==> config.mk <==
export PLATFORM = sky130hd
export DESIGN_NAME = iq_alu_queue
export DESIGN_NICKNAME = d
export VERILOG_FILES = /design/src/rtl/iq_pkg.sv /design/src/rtl/iq_slot.sv /design/src/rtl/iq_alu_queue.sv
export SDC_FILE = /design/constraint.sdc
export NUM_CORES = 1
export LEC_CHECK = 0
export CORE_MARGIN = 1.5
export CORE_UTILIZATION = 55
export DETAILED_ROUTE_END_ITERATION = 7
export DONT_BUFFER_PORTS = 1
export PLACE_DENSITY = 0.78
export SLEW_MARGIN = 20
export SYNTH_ARGS = -nofsm -noshare
export SYNTH_HDL_FRONTEND = slang
export SYNTH_HIERARCHICAL = 1
export SYNTH_SLANG_ARGS = --single-unit
==> constraint.sdc <==
create_clock -name clk -period 5.5 [get_ports clk]
set_input_delay 0.55 -clock clk [delete_from_list [all_inputs] [get_ports clk]]
set_output_delay 0.55 -clock clk [all_outputs]
set_load 0.02 [all_outputs]
### Pin placement, run 1

Pins as bars across the die edge, other pins in gray.
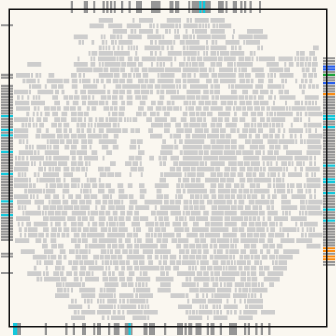
wakeup_tag2: drawn in orange, pins 5, direction input, edge right. flush: drawn in green, pins 1, direction input, edge right. disp_entry0: drawn in cyan, pins 21, direction input, edge 9 right, 7 left, 3 bottom, 2 top. sel_num1: drawn in blue, pins 3, direction input, edge right.
input/output buffers: 0
Die W: 156 um

### Routing congestion map, run 1

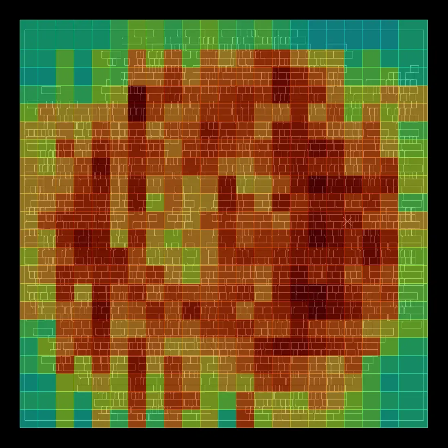
gr busiest metal: met2
met2 usage in global routing: 0.589
met3 Use GR: 0.168

### Routed metal, one color a layer, run 1

Two of the layers only.
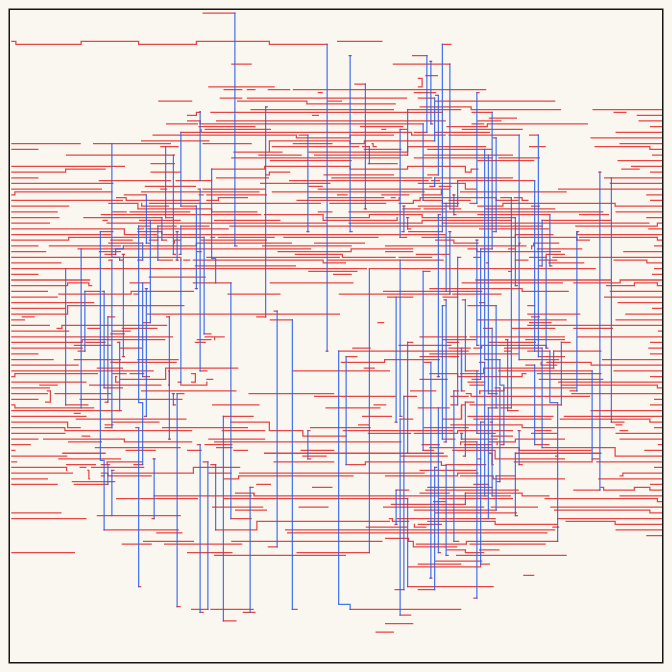
M3: drawn in red, wire length 8,740 um. M4: drawn in blue, wire length 3,640 um.
routed via count: 13,145
DR WL/cell: 27.2 um
Post-Route WL: 52,200 um
All-Layer GR Usage: 0.403

==> reports/summary.txt, run 1 <==
Max clock buf depth: 2
Metal3 WL: 8740 um
Syn Nets: 1,633
Layout net count: 1,681
Min cycle time layout: 5.48 ns
Hpwl dp: 33,900 um
First-pass GRT wire length: 72,600 um
Gate Count Post-Synth: 1,546
Largest net degree at the start of global routing: 39
Hold Buf Count CTS: 0
Status: complete, but fails checks
PD cells: 191 mW/mm^2
Final WS setup: 0.0234 ns
Power Total: 2.88 mW
Met2 wire length: 21,500 um
Total tool warning count: 36
Vias in the first global route: 11,923
Maxcap violations: 0
Worst Skew: 0.0183 ns
Initial drt markers: 1,779
Finish-stage setup viols: 0
Pre-antenna DRT Iters: 8
I/O Pins: 230
WS Path Type: flop to flop
Root buffer cell: clkbuf_16
Reg2Reg Depth: 30
H-tree depth: 4
CTS tree: done
Core ar.: 0.0228 sq mm
Dominant logic cell types in the final layout: 244 x nand2_1, 223 x xnor2_1, 140 x dfxtp_1
RSZ-0062 raised after global routing: true
Vias per std cell: 6.85
CTS Buf Count: 17
Worst-margin pin slew: 0.874 ns
Rows: 55
Residual DRC: 1
Max FFs per register: 147
Ratio of cells with drive above 1 in the final layout: 0.221
Hold Path Depth: 2
Critical path fanouts, max: 6
Area Growth Syn to Fin: 17.4%
Max frequency: 183 MHz
Avg Cell Area, Syn: 8.34 sq um
Initial antenna violation count: 0
Slew headroom: 0.413
DP Worst Slack: -0.243 ns
CP Capture Type: flop
Initial Util: 0.564
Hold WC Path Type: primary input to flop
Yosys warning count: 6
CP Launch Type: flop
Top cell by count, worst path: buf_6
CP max-delay cell: a2111oi_4
Arrival time at the worst endpoint: 5.83 ns
RePlAce Congestion: 0.975
Clk slew on worst S/H paths: 0.07 ns
Setup tns final: 0 ns
Failing checks: DRC
Metal-1 WL: 18,300 um
Most frequent logic cell in the layout: nand2_1
Leak pwr: 4.89 nW
Reg-to-reg slack, setup: 0.02 ns
Die area: 0.0244 sq mm
Antenna viol nets, final: 0
Clk sinks: 147
Max Transition Viols Final: 0
Post-Synthesis Cell Area: 0.0129 sq mm
Endpoints failing hold: 0
GRT overflow: 0
Max VDD drop: 0.187 mV
Max layer used: met4
Antenna fix cells: 0
CP Data Required Time: 5.85 ns
[run 1: power by group]
| part | switching, mW | internal, mW |
|---|---|---|
| logic | 0.355 | 0.305 |
| registers | 0.0262 | 1.07 |
| clock network | 0.522 | 0.602 |
| total | 0.904 | 1.98 |
[run 1: worst max-delay path, delay by kind of cell, from the launching register on]
| kind | cells | cell delay (ns) |
|---|---|---|
| AOI/OAI and AO/OA | 5 | 1.17 |
| muxes | 3 | 0.52 |
| adders and majority gates | 4 | 0.74 |
| and+or+nand+nor | 6 | 0.92 |
| DFF | 1 | 0.41 |
| buffers and inverters | 8 | 0.88 |
| xor gates and xnor gates | 4 | 0.74 |
[run 1: timing repair]
| action | 4_1_cts | 5_1_grt |
|---|---|---|
| setup buffers | 14 | 24 |
| gates cloned | 1 | 4 |
| hold endpoints to repair | 0 | 0 |
| gates resized | 22 | 89 |
| pin swaps | 10 | 45 |
| setup endpoints to repair | 14 | 14 |
[run 1: per-stage QoR]
stage          instances  hold slack [ns]  area [sq um]  utilization
2_1_floorplan       1546            0.535         13000            -
3_5_place_dp        1849            0.546         13500        0.593
6_report            1920            0.388         15100        0.663
4_1_cts             1895            0.366         14300        0.627
5_1_grt             1920            0.366         15100        0.663
3_3_place_gp        1849            0.543         13500        0.593
[run 1: metal layers]
layer / GRT usage / up-vias
met5: 0 / -
met4: 0.241 / 0
met3: 0.168 / 292
met2: 0.589 / 1129
met1: 0.491 / 6144
li1: - / 5580
[run 1: area by class of cell]
cell class | instances | area, sq um
clock inverters | 11 | 78.8
repair buffers | 135 | 1190
well taps | 313 | 392
fillers | 1859 | 7710
multi-input cells | 1258 | 9920
inverters | 35 | 139
flip-flops and latches | 147 | 2960
clock buffers | 21 | 460
## Run 2: what changed since run 1
GPL_ROUTABILITY_DRIVEN = 1   (was default)
PLACE_DENSITY = default   (was 0.78)
PLACE_DENSITY_LB_ADDON = 0.3   (was default)
==> reports/summary.txt, run 2 <==
Status: finished, final reports clean
Clk slew on worst S/H paths: 0.07 ns
CP Capture Type: flop
Top cell by count, worst path: ha_4
Arrival time at the worst endpoint: 5.75 ns
Leak pwr: 4.45 nW
Die W: 156 um
Post-Synthesis Cell Area: 0.0129 sq mm
Post-cts sizing count: 3
I/O Pins: 230
Residual DRC: 0
Die area: 0.0244 sq mm
Gate Count Post-Synth: 1,546
Max VDD drop: 0.175 mV
Power Total: 2.91 mW
Ratio of cells with drive above 1 in the final layout: 0.170
Max FFs per register: 147
CTS tree: done
Initial drt markers: 1,597
Reg2Reg Depth: 26
PD cells: 203 mW/mm^2
Most frequent logic cell in the layout: nand2_1
Hold WC Path Type: primary input to flop
H-tree depth: 4
Crit-path leading delay family: AND-OR/OR-AND gates
First-pass GRT wire length: 73,300 um
Critical path fanouts, max: 8
Placed insts: 1,826
Reg-to-reg slack, setup: 0.1 ns
Finish-stage setup viols: 0
Antenna viol nets, final: 0
Vias per std cell: 6.72
Avg Cell Area, Syn: 8.34 sq um
CP max-delay cell: a2111oi_4
Max Transition Viols Final: 0
CP Launch Type: flop
Largest net degree at the start of global routing: 39
Maxcap violations: 0
CP Data Required Time: 5.84 ns
Vias in the first global route: 11,591
[run 2: worst reg2reg max path, stage by stage, from the launching register on]
cell,delay [ns]
dfxtp_4,0.40
inv_4,0.06
ha_4,0.26
xnor2_4,0.18
ha_4,0.22
nor3b_1,0.13
mux2_4,0.27
a221o_1,0.30
inv_2,0.08
ha_4,0.20
nand2b_4,0.07
o21ai_2,0.05
ha_2,0.18
nor2b_4,0.12
xnor2_2,0.16
xnor2_2,0.29
xnor2_4,0.13
buf_12,0.17
a2111oi_4,0.45
clkbuf_16,0.24
a22o_1,0.24
mux2i_2,0.16
xnor2_1,0.17
nor4_2,0.30
nand3_1,0.11
and3_4,0.16
a221oi_2,0.22
[run 2: layout make-up]
type,instances,area (sq um)
Fill cell,2032,8500
Antenna cell,2,5.00
Clock buffer,20,457
Clock inverter,11,129
Sequential cell,147,2960
Tap cell,313,392
Inverter,35,136
Multi-Input combinational cell,1258,9510
Timing Repair Buffer,83,769
[run 2: per-layer routing]
metal | vias to the layer above | wire [um] | part of all wire | GRT usage
met5 | - | 11 | 0.00021 | 0
met1 | 5918 | 18800 | 0.37 | 0.522
met4 | 2 | 3110 | 0.061 | 0.244
met2 | 961 | 21100 | 0.41 | 0.577
met3 | 207 | 8210 | 0.16 | 0.168
li1 | 5474 | - | - | -
[run 2: where the power goes]
| group | leakage [nW] | internal (mW) | switching, mW |
|---|---|---|---|
| combinational | 2.97 | 0.259 | 0.338 |
| sequential | 1.19 | 1.07 | 0.0253 |
| clock | 0.288 | 0.695 | 0.518 |
| total | 4.45 | 2.03 | 0.881 |
[run 2: metrics by stage]
step            util  hold WS, ns
5_1_grt        0.628        0.372
3_3_place_gp   0.586        0.544
3_5_place_dp   0.586        0.547
6_report       0.628        0.394
4_1_cts        0.613        0.379
2_1_floorplan      -        0.535
### Routing congestion map, run 2

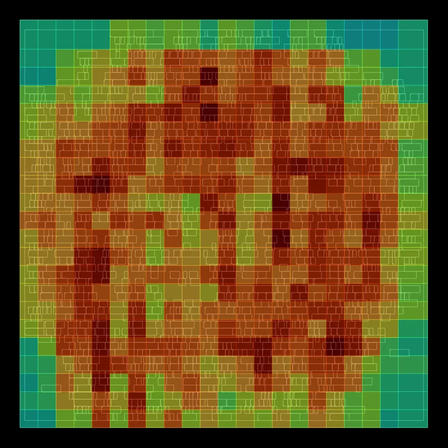
M1 GR Usage: 0.522
met2 usage in global routing: 0.577
All-Layer GR Usage: 0.410
final core utilization: 0.628

### Metal 3, run 2

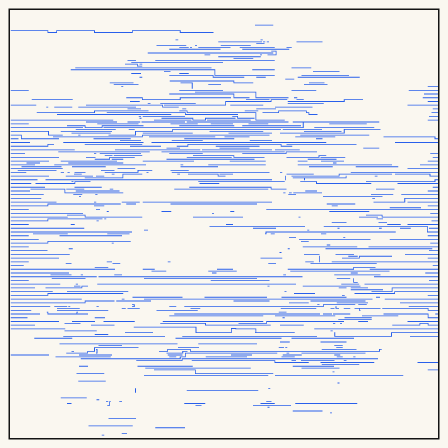
267 nets have wire on it. The layer carries 8,210 um of wire.
Post-Route WL: 51,300 um
routed via count: 12,562

### Routed metal, one color a layer, run 2

Two of the layers only.
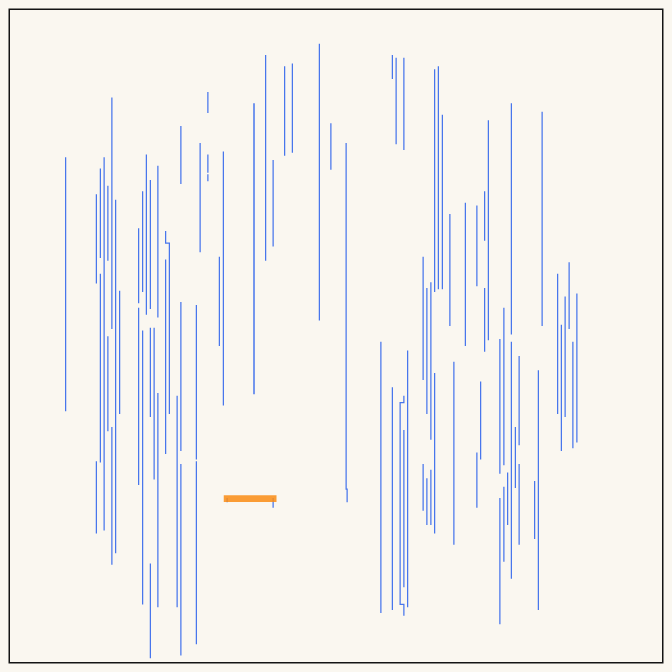
M4: drawn in blue, wire length 3,110 um. M5: drawn in orange, wire length 11.0 um.
DR WL/cell: 27.4 um

No activity file was given, so power comes from the tool's default toggle rates.
